[config.mk]
export PLATFORM = sky130hd
export DESIGN_NAME = collision_game_ctrl_flat
export DESIGN_NICKNAME = d
export VERILOG_FILES = /design/src/rtl/collision_game_ctrl_pkg.sv /design/src/rtl/collision_game_ctrl_if.sv /design/src/rtl/collision_game_ctrl_key_edge_detect.sv /design/src/rtl/collision_game_ctrl.sv /design/src/flat_wrapper.sv
export SDC_FILE = /design/constraint.sdc
export NUM_CORES = 1
export LEC_CHECK = 0
export ABC_AREA = 1
export CAP_MARGIN = 20
export CORE_ASPECT_RATIO = 1.4
export CORE_MARGIN = 5
export CORE_UTILIZATION = 27
export DETAILED_ROUTE_END_ITERATION = 6
export SLEW_MARGIN = 40
export SYNTH_ARGS = -nofsm -noshare
export SYNTH_HDL_FRONTEND = slang
export SYNTH_SLANG_ARGS = --single-unit
export TNS_END_PERCENT = 20
[constraint.sdc]
create_clock -name iVGA_CLK -period 8.15 [get_ports iVGA_CLK]
set_clock_uncertainty 0.15 [all_clocks]
set_input_delay 2.0375 -clock iVGA_CLK [delete_from_list [all_inputs] [get_ports iVGA_CLK]]
set_output_delay 2.0375 -clock iVGA_CLK [all_outputs]
set_load 0.1 [all_outputs]
[src/rtl/collision_game_ctrl_pkg.sv]
// Shared types and defaults for the collision/game controller slice.
// Latency: none (package only).
// Backpressure: none.
//  Contents: game state encoding, default box sizes and game constants,
//  visible screen limits, BCD score increment helper.
package collision_game_ctrl_pkg;

    typedef enum logic [1:0] {
        ST_IDLE  = 2'd0,
        ST_RUN   = 2'd1,
        ST_CRASH = 2'd2,
        ST_OVER  = 2'd3
    } game_state_t;

    localparam int CAR_W_DEF        = 50;
    localparam int CAR_H_DEF        = 80;
    localparam int OBS_W_DEF        = 50;
    localparam int OBS_H_DEF        = 80;
    localparam int LIVES_INIT_DEF   = 3;
    localparam int CRASH_FRAMES_DEF = 60;
    localparam int SCORE_MAX_DEF    = 9999;

    // Visible area of the 640x480 raster the positions live in.
    localparam int H_ACTIVE = 640;
    localparam int V_ACTIVE = 480;

    localparam logic [15:0] BCD_SCORE_MAX = 16'h9999;

    // Four-digit BCD increment with per-digit carry, saturating at 9999.
    function automatic logic [15:0] bcd_inc(input logic [15:0] v);
        logic [15:0] r;
        logic        carry;
        r     = v;
        carry = 1'b1;
        if (v != BCD_SCORE_MAX) begin
            for (int d = 0; d < 4; d++) begin
                if (carry) begin
                    if (r[d*4 +: 4] == 4'd9) begin
                        r[d*4 +: 4] = 4'd0;
                    end else begin
                        r[d*4 +: 4] = r[d*4 +: 4] + 4'd1;
                        carry       = 1'b0;
                    end
                end
            end
        end
        return r;
    endfunction

endpackage

[src/rtl/collision_game_ctrl_if.sv]
// Bundle between position blocks / HUD and the game controller.
// Latency: wires only.
// Backpressure: none; positions are level signals, frame_tick is a pulse.
//  slave  : the game controller (consumes positions, drives game status)
//  master : the surrounding system / testbench
interface collision_game_ctrl_if;
    logic        frame_tick;
    logic        start_n;
    logic [9:0]  car_h_pos;
    logic [8:0]  car_v_pos;
    logic [9:0]  obs_h_pos;
    logic [8:0]  obs_v_pos;
    logic        obs_valid;
    logic        reset_game;
    logic        game_over;
    logic        crash_flash;
    logic [1:0]  lives;
    logic [15:0] score;
    logic [1:0]  state;

    modport slave (
        input  frame_tick, start_n, car_h_pos, car_v_pos,
               obs_h_pos, obs_v_pos, obs_valid,
        output reset_game, game_over, crash_flash, lives, score, state
    );

    modport master (
        output frame_tick, start_n, car_h_pos, car_v_pos,
               obs_h_pos, obs_v_pos, obs_valid,
        input  reset_game, game_over, crash_flash, lives, score, state
    );
endinterface

[src/rtl/collision_game_ctrl_key_edge_detect.sv]
// Push-button synchroniser with falling-edge (press) pulse; reused per key.
// Latency: key_press is high for one cycle, 3 cycles after key_n falls.
// Backpressure: none; every press edge yields exactly one pulse.
//  Ports: iVGA_CLK clock, iRST sync active-high reset,
//         key_n async active-low button, key_press one-cycle press pulse.
module key_edge_detect (
    input  logic iVGA_CLK,
    input  logic iRST,
    input  logic key_n,
    output logic key_press
);
    // [0],[1] form the synchroniser; [2] is the previous synchronised value.
    logic [2:0] sync_q;

    always_ff @(posedge iVGA_CLK) begin
        if (iRST) begin
            sync_q    <= 3'b111;
            key_press <= 1'b0;
        end else begin
            sync_q    <= {sync_q[1:0], key_n};
            key_press <= sync_q[2] & ~sync_q[1];
        end
    end
endmodule

[src/rtl/collision_game_ctrl.sv]
// Per-frame car/obstacle collision check and game FSM (lives, score, car reset).
// Latency: frame_tick / start_press effects are visible one cycle later.
// Backpressure: none; every frame_tick is consumed in the cycle it arrives.
//  Ports: iVGA_CLK clock, iRST sync active-high reset, bus (slave modport):
//   frame_tick, start_n, car/obs positions, obs_valid in;
//   reset_game, game_over, crash_flash, lives, score, state out.
//  Option: define SCORE_BCD_EN for a 4-digit BCD score saturating at 9999.
module collision_game_ctrl
    import collision_game_ctrl_pkg::*;
#(
    parameter int CAR_W        = CAR_W_DEF,
    parameter int CAR_H        = CAR_H_DEF,
    parameter int OBS_W        = OBS_W_DEF,
    parameter int OBS_H        = OBS_H_DEF,
    parameter int LIVES_INIT   = LIVES_INIT_DEF,
    parameter int CRASH_FRAMES = CRASH_FRAMES_DEF,
    parameter int SCORE_MAX    = SCORE_MAX_DEF
) (
    input  logic                  iVGA_CLK,
    input  logic                  iRST,
    collision_game_ctrl_if.slave  bus
);
    // At least 3 bits so the every-8th-tick flash test is always available.
    localparam int CNT_W = ($clog2(CRASH_FRAMES + 1) < 3) ? 3 : $clog2(CRASH_FRAMES + 1);

    game_state_t      state_q, state_d;
    logic [1:0]       lives_q, lives_d;
    logic [15:0]      score_q, score_d, score_inc;
    logic [CNT_W-1:0] cnt_q, cnt_d, cnt_inc;
    logic             flash_q, flash_d;
    logic             restart_q, restart_d;
    logic             start_press;
    logic             overlap;

    key_edge_detect u_start_key (
        .iVGA_CLK  (iVGA_CLK),
        .iRST      (iRST),
        .key_n     (bus.start_n),
        .key_press (start_press)
    );

    // AABB test on zero-extended operands so right/bottom edges never wrap.
    logic [10:0] car_h, car_v, obs_h, obs_v;
    assign car_h = {1'b0, bus.car_h_pos};
    assign car_v = {2'b00, bus.car_v_pos};
    assign obs_h = {1'b0, bus.obs_h_pos};
    assign obs_v = {2'b00, bus.obs_v_pos};

    assign overlap = bus.obs_valid
                  && (car_h < obs_h + 11'(OBS_W))
                  && (obs_h < car_h + 11'(CAR_W))
                  && (car_v < obs_v + 11'(OBS_H))
                  && (obs_v < car_v + 11'(CAR_H));

    always_comb begin
`ifdef SCORE_BCD_EN
        score_inc = bcd_inc(score_q);
`else
        score_inc = (score_q >= 16'(SCORE_MAX)) ? score_q : score_q + 16'd1;
`endif
    end

    assign cnt_inc = cnt_q + CNT_W'(1);

    always_comb begin
        state_d   = state_q;
        lives_d   = lives_q;
        score_d   = score_q;
        cnt_d     = cnt_q;
        flash_d   = flash_q;
        restart_d = 1'b0;
        case (state_q)
            ST_IDLE: begin
                // A coincident frame_tick is deliberately not scored.
                if (start_press) begin
                    state_d = ST_RUN;
                    lives_d = 2'(LIVES_INIT);
                    score_d = 16'd0;
                end
            end
            ST_RUN: begin
                if (bus.frame_tick) begin
                    if (overlap) begin
                        state_d = ST_CRASH;
                        lives_d = lives_q - 2'd1;
                        cnt_d   = '0;
                        flash_d = 1'b1;
                    end else begin
                        score_d = score_inc;
                    end
                end
            end
            ST_CRASH: begin
                if (bus.frame_tick) begin
                    if (cnt_q == CNT_W'(CRASH_FRAMES - 1)) begin
                        cnt_d   = '0;
                        flash_d = 1'b0;
                        if (lives_q == 2'd0) begin
                            state_d = ST_OVER;
                        end else begin
                            state_d   = ST_RUN;
                            restart_d = 1'b1;
                        end
                    end else begin
                        cnt_d = cnt_inc;
                        if (cnt_inc[2:0] == 3'd0) begin
                            flash_d = ~flash_q;
                        end
                    end
                end
            end
            ST_OVER: begin
                if (start_press) begin
                    state_d = ST_IDLE;
                end
            end
            default: state_d = ST_IDLE;
        endcase
    end

    always_ff @(posedge iVGA_CLK) begin
        if (iRST) begin
            state_q   <= ST_IDLE;
            lives_q   <= 2'(LIVES_INIT);
            score_q   <= 16'd0;
            cnt_q     <= '0;
            flash_q   <= 1'b0;
            restart_q <= 1'b0;
        end else begin
            state_q   <= state_d;
            lives_q   <= lives_d;
            score_q   <= score_d;
            cnt_q     <= cnt_d;
            flash_q   <= flash_d;
            restart_q <= restart_d;
        end
    end

    // restart_q adds a single-cycle car reset on the first RUN cycle after a crash.
    assign bus.reset_game  = (state_q == ST_IDLE) || (state_q == ST_OVER) || restart_q;
    assign bus.game_over   = (state_q == ST_OVER);
    assign bus.crash_flash = flash_q;
    assign bus.lives       = lives_q;
    assign bus.score       = score_q;
    assign bus.state       = state_q;
endmodule

[src/flat_wrapper.sv]
// flat-port wrapper written by rule: the top's interface ports become plain ports
module collision_game_ctrl_flat import collision_game_ctrl_pkg::*;
#(
    parameter int CAR_W        = CAR_W_DEF,
    parameter int CAR_H        = CAR_H_DEF,
    parameter int OBS_W        = OBS_W_DEF,
    parameter int OBS_H        = OBS_H_DEF,
    parameter int LIVES_INIT   = LIVES_INIT_DEF,
    parameter int CRASH_FRAMES = CRASH_FRAMES_DEF,
    parameter int SCORE_MAX    = SCORE_MAX_DEF
)
  (iVGA_CLK, iRST, bus_frame_tick, bus_start_n, bus_car_h_pos, bus_car_v_pos, bus_obs_h_pos, bus_obs_v_pos, bus_obs_valid, bus_reset_game, bus_game_over, bus_crash_flash, bus_lives, bus_score, bus_state);
  collision_game_ctrl_if bus_i ();
  input  logic iVGA_CLK;
  input  logic iRST;
  input wire logic [$bits(bus_i.frame_tick)-1:0] bus_frame_tick;
  input wire logic [$bits(bus_i.start_n)-1:0] bus_start_n;
  input wire logic [$bits(bus_i.car_h_pos)-1:0] bus_car_h_pos;
  input wire logic [$bits(bus_i.car_v_pos)-1:0] bus_car_v_pos;
  input wire logic [$bits(bus_i.obs_h_pos)-1:0] bus_obs_h_pos;
  input wire logic [$bits(bus_i.obs_v_pos)-1:0] bus_obs_v_pos;
  input wire logic [$bits(bus_i.obs_valid)-1:0] bus_obs_valid;
  output wire logic [$bits(bus_i.reset_game)-1:0] bus_reset_game;
  output wire logic [$bits(bus_i.game_over)-1:0] bus_game_over;
  output wire logic [$bits(bus_i.crash_flash)-1:0] bus_crash_flash;
  output wire logic [$bits(bus_i.lives)-1:0] bus_lives;
  output wire logic [$bits(bus_i.score)-1:0] bus_score;
  output wire logic [$bits(bus_i.state)-1:0] bus_state;
  assign bus_i.frame_tick = bus_frame_tick;
  assign bus_i.start_n = bus_start_n;
  assign bus_i.car_h_pos = bus_car_h_pos;
  assign bus_i.car_v_pos = bus_car_v_pos;
  assign bus_i.obs_h_pos = bus_obs_h_pos;
  assign bus_i.obs_v_pos = bus_obs_v_pos;
  assign bus_i.obs_valid = bus_obs_valid;
  assign bus_reset_game = bus_i.reset_game;
  assign bus_game_over = bus_i.game_over;
  assign bus_crash_flash = bus_i.crash_flash;
  assign bus_lives = bus_i.lives;
  assign bus_score = bus_i.score;
  assign bus_state = bus_i.state;
  collision_game_ctrl #(.CAR_W(CAR_W), .CAR_H(CAR_H), .OBS_W(OBS_W), .OBS_H(OBS_H), .LIVES_INIT(LIVES_INIT), .CRASH_FRAMES(CRASH_FRAMES), .SCORE_MAX(SCORE_MAX)) u_core (.iVGA_CLK(iVGA_CLK), .iRST(iRST), .bus(bus_i));
endmodule
sizes.png
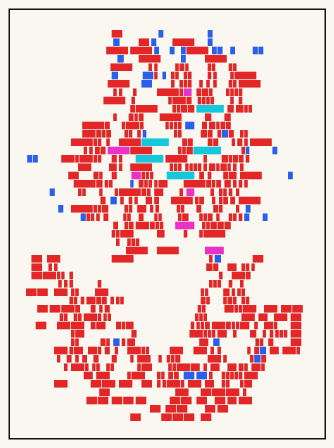
legend:
  _2 cells:
    color: blue
    cells: 42
  _6 and larger:
    color: cyan
    cells: 5
  _3 and _4 cells:
    color: magenta
    cells: 6
  _0 and _1 cells:
    color: red
    cells: 526
Synth-to-Final Area Change: 25.18%
post-route design area: 0.004061 sq mm
non-clock buffer count: 65

congestion.png
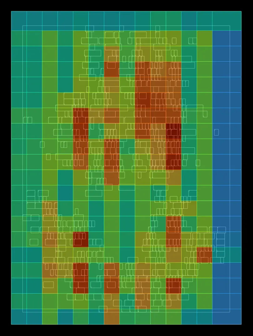
Top Usage Layer GRT: met2
grt met1 use: 0.1361
met2 GRT Util: 0.2192
wire per inst: 11.26 microns

metal_density.png
Scale bar: 20 microns. 21 x 28 tiles, from dark purple (low) to yellow (high), scaled to the fullest tile. Values are wire area over tile area, all layers added.
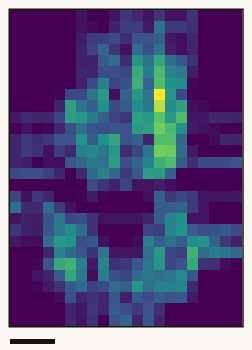
fullest tile: 0.51
mean over tiles: 0.088
tiles over half the peak: 8.7%
nearly empty tiles: 34%
emptiest ninth of the die: north-west
GRT Total Usage: 0.1184
Post-Route WL: 8176 microns
Via Count: 3299

==> results.yml <==
# flow metrics
critical_path:
  worst_setup_path_end_kind: "flip-flop"
  r2r_cells: 8
  crit_path_max_incr_delay_ps: 530
  critPathTopFamily: "simple AND/OR/NAND/NOR gates"
  cp.depth: 19
  reg2reg_setup_slack_ps: 5310
  critPathCapture: "u_core.bus.score[5]"
  cpMostUsedCell: "nand2_1"
  timing.rr.end: "u_core.bus.score[3]"
  crit_buf_inv: 2
  worstPathArrival_ps: 4740
  cp.required_ps: 8170
  crit_slowest_cell: "clkdlybuf4s50_1"
  startpoint: "bus_car_h_pos[2]"
timing:
  period_used_share: 0.5792
  rsz0062_at_grt: "false"
  finalHoldViolCount: 0
  fin_setup_tns_ps: 0
  relSlewSlack: 0.4972
  holdWs_ps: 258.3
  setup_ws_ps: 3429
finish:
  lay_top_cells: "133 x nand2_1, 86 x inv_1, 63 x nor2_1"
  buf_share: 0.1319
  nClkBuffers: 5
  largest_reg_flops: 16
  final_nets: 665
  nMultiInputCombCells: 383
  dominant_cells: "logic gates"
  layout.non_clock_inverters: 91
  antennaDiodeCount: 0
routing:
  dr_wl_met3_microns: 293
  top_layer: "met4"
  dr_wl_met2_microns: 4253
  m1WireLength_microns: 3541
  drc_errors: 0
die:
  die_y_microns: 139.7
  n_tap_cell: 147
  dieArea_sq_mm: 0.01434
  core_area_sq_mm: 0.01182
  fp_util: 0.2745
hold_path:
  min-delay-path-class: "flip-flop to flip-flop"
  whs_endpoint: "u_core.u_start_key.key_press"
  min_from: "u_core.u_start_key.sync_q[2]"
  hold_depth: 2
placement:
  place_hpwl_microns: 6768
  place_congestion: 0.8369
synth:
  synth-edff-count: 0
  ys_chip_area_sq_mm: 0.003244
  synth_cell_types: 34
  syn_nets: 601
  ys_cells: 514
  yosys_warnings: 0
  postSynthSeqShare: 0.1975
  ys_sh_xor: 0.06209
  largest_area_cell: "dfxtp_1"
clocking:
  cts_hold_buffers: 0
  cts_sinks: 32
  clockBufferDepth: 2
  clock_latency_ps: 270
  cts_inserted_buffers: 5
  clk_pin_slew_worst_paths_ps: 60
  htree_levels: 2
global_routing:
  grt_max_degree: 25
  met3_usage: 0.01903
  grt_pass1_wl_microns: 14410
power_and_ir_drop:
  p_comb_frac: 0.605
  p_leak_uw: 0.002089
  power.density_mw_per_mm2: 267.7
  clk-power_uw: 186
  p_seq_frac: 0.224
outcome:
  status: "finished, final reports clean"
flow_run:
  cap_viol_max_count: 0
io_fan.png
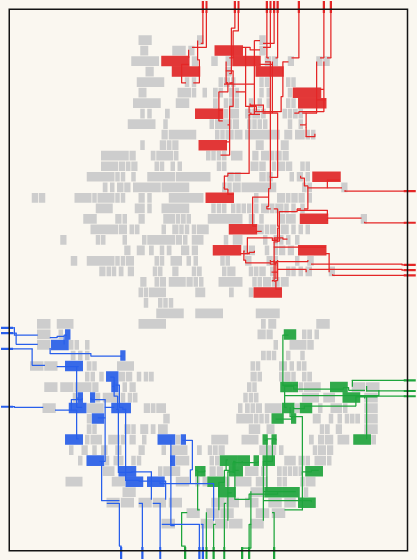
legend:
  bus_obs_h_pos:
    color: green
    bits: 10
    direction: input
    edge: 7 south, 3 east
    end_cells: 26
    buffers: 10
    wire: 405 microns
  bus_obs_v_pos:
    color: blue
    bits: 9
    direction: input
    edge: 5 south, 4 west
    end_cells: 20
    buffers: 9
    wire: 355 microns
  bus_score:
    color: red
    bits: 16
    direction: output
    edge: 11 north, 5 east
    end_cells: 16
    buffers: 16
    wire: 739 microns
port bufs: 65
# IOs: 66

placement_by_type.png
Scale bar: 20 microns.
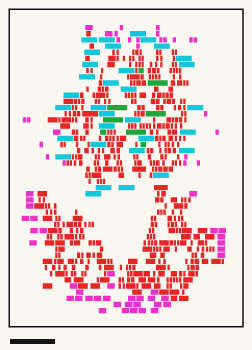
legend:
  other buffers and delay cells:
    color: magenta
    cells: 65
  combinational and other logic:
    color: red
    cells: 474
  clock drivers and dummy loads:
    color: green
    cells: 8
  flops:
    color: cyan
    cells: 32
num rows: 47
Util after Layout: 0.3436
flop share of the area: 0.1577

